### src/rtl/apb_spi_pkg.sv
// Shared definitions for the APB-to-SPI master bridge: register offsets
// (word index PADDR[3:2]), STATUS/CTRL bit positions and FSM encoding.
package apb_spi_pkg;

  localparam logic [1:0] REG_CTRL   = 2'd0;
  localparam logic [1:0] REG_STATUS = 2'd1;
  localparam logic [1:0] REG_TXDATA = 2'd2;
  localparam logic [1:0] REG_RXDATA = 2'd3;

  localparam int CTRL_EN     = 0;
  localparam int CTRL_IRQ_EN = 1;

  localparam int ST_BUSY     = 0;
  localparam int ST_TX_FULL  = 1;
  localparam int ST_TX_EMPTY = 2;
  localparam int ST_RX_VALID = 3;
  localparam int ST_RX_OVR   = 4;

  typedef enum logic [1:0] {
    S_IDLE   = 2'd0,
    S_LAUNCH = 2'd1,
    S_XFER   = 2'd2
  } state_t;

endpackage

### src/rtl/spi_tx_fifo.sv
// Byte-wide circular TX FIFO; pointers carry one extra wrap bit so that
// full and empty are distinguishable. Push and pop may occur together.
module spi_tx_fifo #(
  parameter int DEPTH = 4
) (
  input  logic       clk_i,
  input  logic       rst_i,
  input  logic       push_i,
  input  logic [7:0] push_data_bi,
  input  logic       pop_i,
  output logic [7:0] head_bo,
  output logic       full_o,
  output logic       empty_o
);

  localparam int AW = $clog2(DEPTH);

  logic [7:0]  r_mem [DEPTH];
  logic [AW:0] r_wptr;
  logic [AW:0] r_rptr;

  always_ff @(posedge clk_i or posedge rst_i) begin
    if (rst_i) begin
      r_wptr <= '0;
      r_rptr <= '0;
    end else begin
      if (push_i) r_wptr <= r_wptr + 1'b1;
      if (pop_i)  r_rptr <= r_rptr + 1'b1;
    end
  end

  // Storage needs no reset: an entry is only read after it has been written.
  always_ff @(posedge clk_i) begin
    if (push_i) r_mem[r_wptr[AW-1:0]] <= push_data_bi;
  end

  assign head_bo = r_mem[r_rptr[AW-1:0]];
  assign full_o  = (r_wptr[AW] != r_rptr[AW]) && (r_wptr[AW-1:0] == r_rptr[AW-1:0]);
  assign empty_o = (r_wptr == r_rptr);

endmodule

### src/rtl/apb_spi_master_bridge.sv
// APB3 register front-end feeding an SPI master driver through a TX FIFO.
// Optional macro APB_SPI_IRQ_EN adds CTRL.IRQ_EN and a registered irq_o.
module apb_spi_master_bridge
  import apb_spi_pkg::*;
#(
  parameter int FIFO_DEPTH = 4,
  parameter int ADDR_W     = 4
) (
  input  logic              clk_i,
  input  logic              rst_i,
  input  logic              psel_i,
  input  logic              penable_i,
  input  logic              pwrite_i,
  input  logic [ADDR_W-1:0] paddr_bi,
  input  logic [31:0]       pwdata_bi,
  output logic [31:0]       prdata_bo,
  output logic              pready_o,
  output logic              pslverr_o,
  output logic              spi_start_o,
  output logic [7:0]        spi_data_bo,
  input  logic              spi_busy_i,
  input  logic [7:0]        spi_data_bi,
`ifdef APB_SPI_IRQ_EN
  output logic              irq_o,
`endif
  output logic [1:0]        dbg_state_o
);

  // Handshakes: APB access completes in the cycle psel_i & penable_i are high
  // (pready_o tied 1). Driver side: spi_start_o stays high with spi_data_bo
  // stable until spi_busy_i is seen high; the fall of spi_busy_i marks the
  // cycle spi_data_bi is valid and captured.
  state_t      r_state;
  logic        r_start;
  logic [7:0]  r_tx_byte;
  logic [7:0]  r_rx_byte;
  logic        r_rx_valid;
  logic        r_rx_ovr;
  logic        r_en;

  logic        w_access, w_wr, w_rd;
  logic [1:0]  w_reg;
  logic        w_push, w_pop, w_full, w_empty, w_capture, w_rx_read, w_ovr_clr;
  logic [7:0]  w_head;
  logic [31:0] w_status, w_ctrl;
  logic        w_unused;

  assign w_access  = psel_i & penable_i;
  assign w_wr      = w_access & pwrite_i;
  assign w_rd      = w_access & ~pwrite_i;
  assign w_reg     = paddr_bi[3:2];
  assign w_push    = w_wr && (w_reg == REG_TXDATA) && !w_full;
  assign w_pop     = (r_state == S_IDLE) && r_en && !w_empty;
  assign w_capture = (r_state == S_XFER) && !spi_busy_i;
  assign w_rx_read = w_rd && (w_reg == REG_RXDATA);
  assign w_ovr_clr = w_wr && (w_reg == REG_STATUS) && pwdata_bi[ST_RX_OVR];
  assign w_unused  = ^{paddr_bi, pwdata_bi[31:8]};

  spi_tx_fifo #(.DEPTH(FIFO_DEPTH)) u_fifo (
    .clk_i        (clk_i),
    .rst_i        (rst_i),
    .push_i       (w_push),
    .push_data_bi (pwdata_bi[7:0]),
    .pop_i        (w_pop),
    .head_bo      (w_head),
    .full_o       (w_full),
    .empty_o      (w_empty)
  );

`ifdef APB_SPI_IRQ_EN
  logic r_irq_en;
  logic r_irq;

  always_ff @(posedge clk_i or posedge rst_i) begin
    if (rst_i) begin
      r_en     <= 1'b0;
      r_irq_en <= 1'b0;
      r_irq    <= 1'b0;
    end else begin
      if (w_wr && (w_reg == REG_CTRL)) begin
        r_en     <= pwdata_bi[CTRL_EN];
        r_irq_en <= pwdata_bi[CTRL_IRQ_EN];
      end
      r_irq <= r_irq_en & (r_rx_valid | r_rx_ovr | (w_empty & (r_state == S_IDLE)));
    end
  end

  assign irq_o  = r_irq;
  assign w_ctrl = {30'd0, r_irq_en, r_en};
`else
  always_ff @(posedge clk_i or posedge rst_i) begin
    if (rst_i) r_en <= 1'b0;
    else if (w_wr && (w_reg == REG_CTRL)) r_en <= pwdata_bi[CTRL_EN];
  end

  assign w_ctrl = {31'd0, r_en};
`endif

  always_ff @(posedge clk_i or posedge rst_i) begin
    if (rst_i) begin
      r_state    <= S_IDLE;
      r_start    <= 1'b0;
      r_tx_byte  <= 8'd0;
      r_rx_byte  <= 8'd0;
      r_rx_valid <= 1'b0;
      r_rx_ovr   <= 1'b0;
    end else begin
      case (r_state)
        S_IDLE: if (w_pop) begin
          r_tx_byte <= w_head;
          r_start   <= 1'b1;
          r_state   <= S_LAUNCH;
        end
        S_LAUNCH: if (spi_busy_i) begin
          r_start <= 1'b0;
          r_state <= S_XFER;
        end
        S_XFER: if (!spi_busy_i) r_state <= S_IDLE;
        default: begin
          r_start <= 1'b0;
          r_state <= S_IDLE;
        end
      endcase
      // A capture beats a same-cycle RXDATA read so the new byte is not lost.
      if (w_capture) begin
        r_rx_byte  <= spi_data_bi;
        r_rx_valid <= 1'b1;
      end else if (w_rx_read) begin
        r_rx_valid <= 1'b0;
      end
      if (w_capture && r_rx_valid) r_rx_ovr <= 1'b1;
      else if (w_ovr_clr)          r_rx_ovr <= 1'b0;
    end
  end

  assign w_status = {27'd0, r_rx_ovr, r_rx_valid, w_empty, w_full, (r_state != S_IDLE)};

  always_comb begin
    prdata_bo = 32'd0;
    if (w_access) begin
      case (w_reg)
        REG_CTRL:   prdata_bo = w_ctrl;
        REG_STATUS: prdata_bo = w_status;
        REG_RXDATA: prdata_bo = {24'd0, r_rx_byte};
        default:    prdata_bo = 32'd0;
      endcase
    end
  end

  assign pready_o    = 1'b1;
  assign pslverr_o   = w_wr && (w_reg == REG_TXDATA) && w_full;
  assign spi_start_o = r_start;
  assign spi_data_bo = r_tx_byte;
  assign dbg_state_o = r_state;

endmodule

### config.mk
export PLATFORM = sky130hd
export DESIGN_NAME = apb_spi_master_bridge
export DESIGN_NICKNAME = d
export VERILOG_FILES = /design/src/rtl/apb_spi_pkg.sv /design/src/rtl/spi_tx_fifo.sv /design/src/rtl/apb_spi_master_bridge.sv
export SDC_FILE = /design/constraint.sdc
export NUM_CORES = 1
export LEC_CHECK = 0
export CAP_MARGIN = 5
export CORE_ASPECT_RATIO = 0.75
export CORE_MARGIN = 4
export CORE_UTILIZATION = 50
export CTS_BUF_LIST = sky130_fd_sc_hd__clkbuf_8
export DETAILED_ROUTE_END_ITERATION = 8
export GPL_TIMING_DRIVEN = 0
export PLACE_DENSITY = 0.88
export SLEW_MARGIN = 10
export SYNTH_ARGS = -nofsm -noshare
export SYNTH_HDL_FRONTEND = slang
export SYNTH_HIERARCHICAL = 1
export SYNTH_SLANG_ARGS = --single-unit
export TNS_END_PERCENT = 100
### constraint.sdc
create_clock -name clk_i -period 3.6 [get_ports clk_i]
set_input_delay 0.72 -clock clk_i [delete_from_list [all_inputs] [get_ports clk_i]]
set_output_delay 0.72 -clock clk_i [all_outputs]
set_load 0.02 [all_outputs]
==> flow_metrics.tcl, run 1 <==
# collected from the flow reports
set metrics [dict create \
    cp.arrival_ns 2.51 \
    finalCriticalPeriod_ns 3.23 \
    finalPower_mw 2.55 \
    p_seq_mw 1.01 \
    layout_top_cells "clkdlybuf4s50_1, edfxtp_1, dfrtp_1" \
    status "finished, final reports clean" \
    cts.hold.buffers_added 0 \
    syn_area_mm2 0.00274 \
    ys_chip_area_mm2 0.00274 \
    avgSynthCellArea_um2 15.2 \
    synthDistinctLibCells 31 \
    top_area_cell "edfxtp_1" \
    reg2reg_from "u_fifo/r_rptr[1]$_DFFE_PP0P_" \
    rsz0062_at_grt "false" \
    place.gp.congestion 0.764 \
    hold_class "reg -> reg" \
    antenna_found_initial 0 \
    dp_slack_ns 0.322 \
    crit_buf_inv 2 \
    busiest_layer "met2" \
    skew_ns 0.00836 \
    htree_levels 3 \
    cts_resized 0 \
    worstSetupPathType "reg -> out" \
    final_core_util_pct 66.7 \
    yosys-stat-cells 180 \
    max_freq_ghz 0.309 \
    ys_sh_xor_pct 2.56 \
    synth.area.top_cells "edfxtp_1, dfrtp_1, buf_4" \
    comb_power_uw 883 \
    synth-edff-count 32 \
    maxPowerGroup "registers" \
    wl_met1_um 2020 \
    routed_via_density 4.78 \
    slowest_stage "clkdlybuf4s50_1" \
    clkTransAtPathRegs_ns 0.07 \
    worst_slack_ns 0.365 \
    wl_per_cell_um 14.7 \
    die-area_mm2 0.00673 \
    synth_cells 180 \
    final_area_mm2 0.00355 \
    p_per_area_mw_per_mm2 716 \
    highest_layer "met4" \
    critPathMaxStageDelay_ns 0.63 \
    crit_end "prdata_bo[2]" \
]
[run 1: final cells by class]
cell class                      instances  area [um^2]
Multi-Input combinational cell        108          911
Clock buffer                           10          138
Fill cell                             352         1770
Sequential cell                        60         1660
Clock inverter                          6         78.8
Buffer                                 31          235
Inverter                                4         15.0
Timing Repair Buffer                   42          420
Tap cell                               75         93.8
[run 1: state kept, by name, summed over array words and instances (netlist names)]
name           flops
spi_data_bo        8
r_rx_ovr           1
r_rx_byte          8
dbg_state_o        2
u_fifo/r_rptr      3
r_en               1
u_fifo/r_mem      32
u_fifo/r_wptr      3
spi_start_o        1
r_rx_valid         1
[run 1: worst reg2reg max path, cell delays in order, from the launching register on]
cell	delay, ns
dfrtp_1	0.35
buf_2	0.27
xor2_1	0.25
nor3_1	0.13
nor4bb_1	0.90
and2_1	0.57
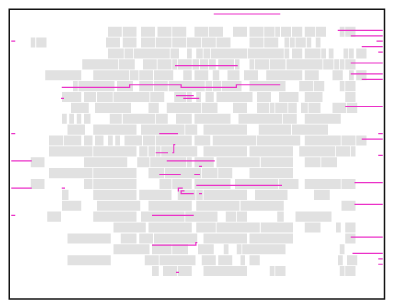
*M3 wires, run 1*
Scale: 4 px per um.
- longest straight run: 21.2 um
- wire length on this layer: 276 um
- share of all routed wire: 5.6%

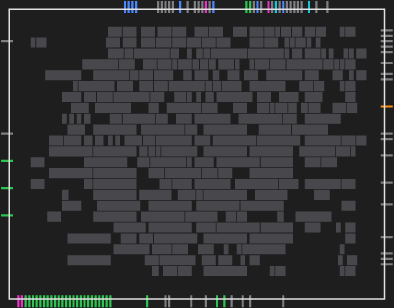
*I/O pins on the die edge, run 1*
Scale: 4 px per um. Pins as bars across the die edge, other pins in gray.
- paddr_bi: magenta (pins 4; direction input; edge 2 bottom, 2 top)
- dbg_state_o: cyan (pins 2; direction output; edge top)
- pwdata_bi: green (pins 32; direction input; edge 27 bottom, 3 left, 2 top)
- spi_start_o: orange (pins 1; direction output; edge right)
- spi_data_bi: blue (pins 8; direction input; edge top)
- all pins by edge: 37 bottom, 35 top, 18 right, 5 left
die width: 93.4 um
Die Span Y: 72.1 um
I/O Buffers: 42

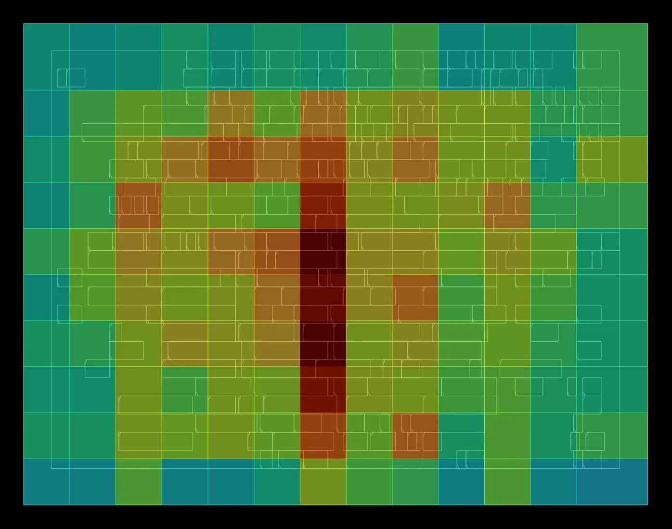
*Congestion heat map, run 1*
met3 GRT Util: 5.18%
global-route track usage on met2: 26.6%
GRT met1 Usage: 18.3%
total track usage: 16.0%

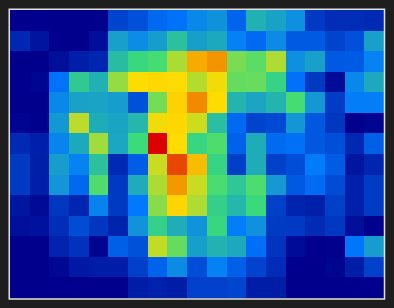
*Wiring heat map, run 1*
Scale: 4 px per um. The die is cut into 19 by 14 equal tiles; dark blue is low, red is high, scaled to the fullest tile. Values are wire area over tile area, all layers added.
- densest ninth of the die: middle
- nearly empty tiles: 15%
- mean over tiles: 0.12
- fullest tile: 0.45
- tiles over half the peak: 16%
- emptiest ninth of the die: bottom left

==> run 1 -> run 2 <==
SETUP_SLACK_MARGIN = 0.5   (was default)
==> run 2 against run 1 <==
Die size unchanged. Largest cell class unchanged. Non-clock buffer count unchanged. Combinational power up 2%. Sequential share of layout area down 0.13 points. Critical path depth down 2. Critical path type is now in -> out. Clock skew about the same. Maximum frequency up 8.2%. Count of clock-buffer cells in the layout unchanged. Hold slack about the same. Global-route usage unchanged. Clock power about the same. Power up 0.56%.
==> flow_metrics.tcl, run 2 <==
# collected from the flow reports
set metrics [dict create \
    flop_area_mm2 0.00166 \
    place.gp.congestion 0.764 \
    synthDistinctLibCells 31 \
    finalPower_mw 2.56 \
    antenna_found_initial 0 \
    finalCriticalPeriod_ns 2.99 \
    sh_seq_area_pct 46.6 \
    worstSetupPathType "in -> out" \
    slowest_stage "clkdlybuf4s50_1" \
    top_area_cell "edfxtp_1" \
    tap-cell-count 75 \
    logic_gate_count 108 \
    status "finished, final reports clean" \
    final_area_mm2 0.00356 \
    routed_via_density 4.76 \
    final_core_util_pct 66.9 \
    buffer_area_share_pct 18.4 \
    nFillCells 352 \
    yosys-stat-cells 180 \
    ff_count 60 \
    layout_top_cells "clkdlybuf4s50_1, edfxtp_1, dfrtp_1" \
    die-width_um 93.4 \
    wl_per_cell_um 14.6 \
    p_seq_mw 1.01 \
    dp_slack_ns 0.322 \
    ys_sh_xor_pct 2.56 \
    largest_cell_class "sequential cells" \
]
run 2: cell count changes in the layout (fill, tap and decap cells not counted):
cell	before	now
nor3_2	0	1
clkdlybuf4s50_1	42	36
dlygate4sd2_1	0	4
nor3_1	1	0
dlymetal6s2s_1	0	2
nor3b_1	1	0
nor3b_2	1	2
run 2: what timing repair did:
action | in CTS | in global routing
gates cloned | 0 | 0
gates resized | 5 | 3
endpoints found under the setup margin | 5 | 2
run 2: layer usage:
metal / track usage [%] / wire [um]
met5: 0 / 0
met1: 18.3 / 1940
met2: 26.6 / 2520
met4: 9.11 / 122
met3: 5.18 / 337
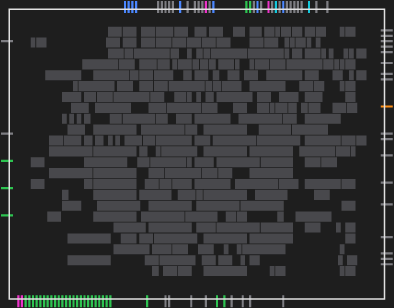
*I/O pins on the die edge, run 2*
Scale: 4 px per um. Pins as bars across the die edge, other pins in gray.
- paddr_bi: magenta (pins 4; direction input; edge 2 bottom, 2 top)
- spi_data_bi: blue (pins 8; direction input; edge top)
- spi_start_o: orange (pins 1; direction output; edge right)
- pwdata_bi: green (pins 32; direction input; edge 27 bottom, 3 left, 2 top)
- dbg_state_o: cyan (pins 2; direction output; edge top)

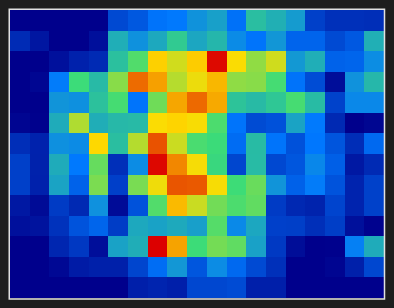
*Wiring heat map, run 2*
Scale: 4 px per um. The die is cut into 19 by 14 equal tiles; dark blue is low, red is high, scaled to the fullest tile. Values are wire area over tile area, all layers added.
- densest ninth of the die: middle
- mean over tiles: 0.12
- nearly empty tiles: 15%
- tiles over half the peak: 21%
- emptiest ninth of the die: bottom left
- fullest tile: 0.41

No activity file was given, so power comes from the tool's default toggle rates.
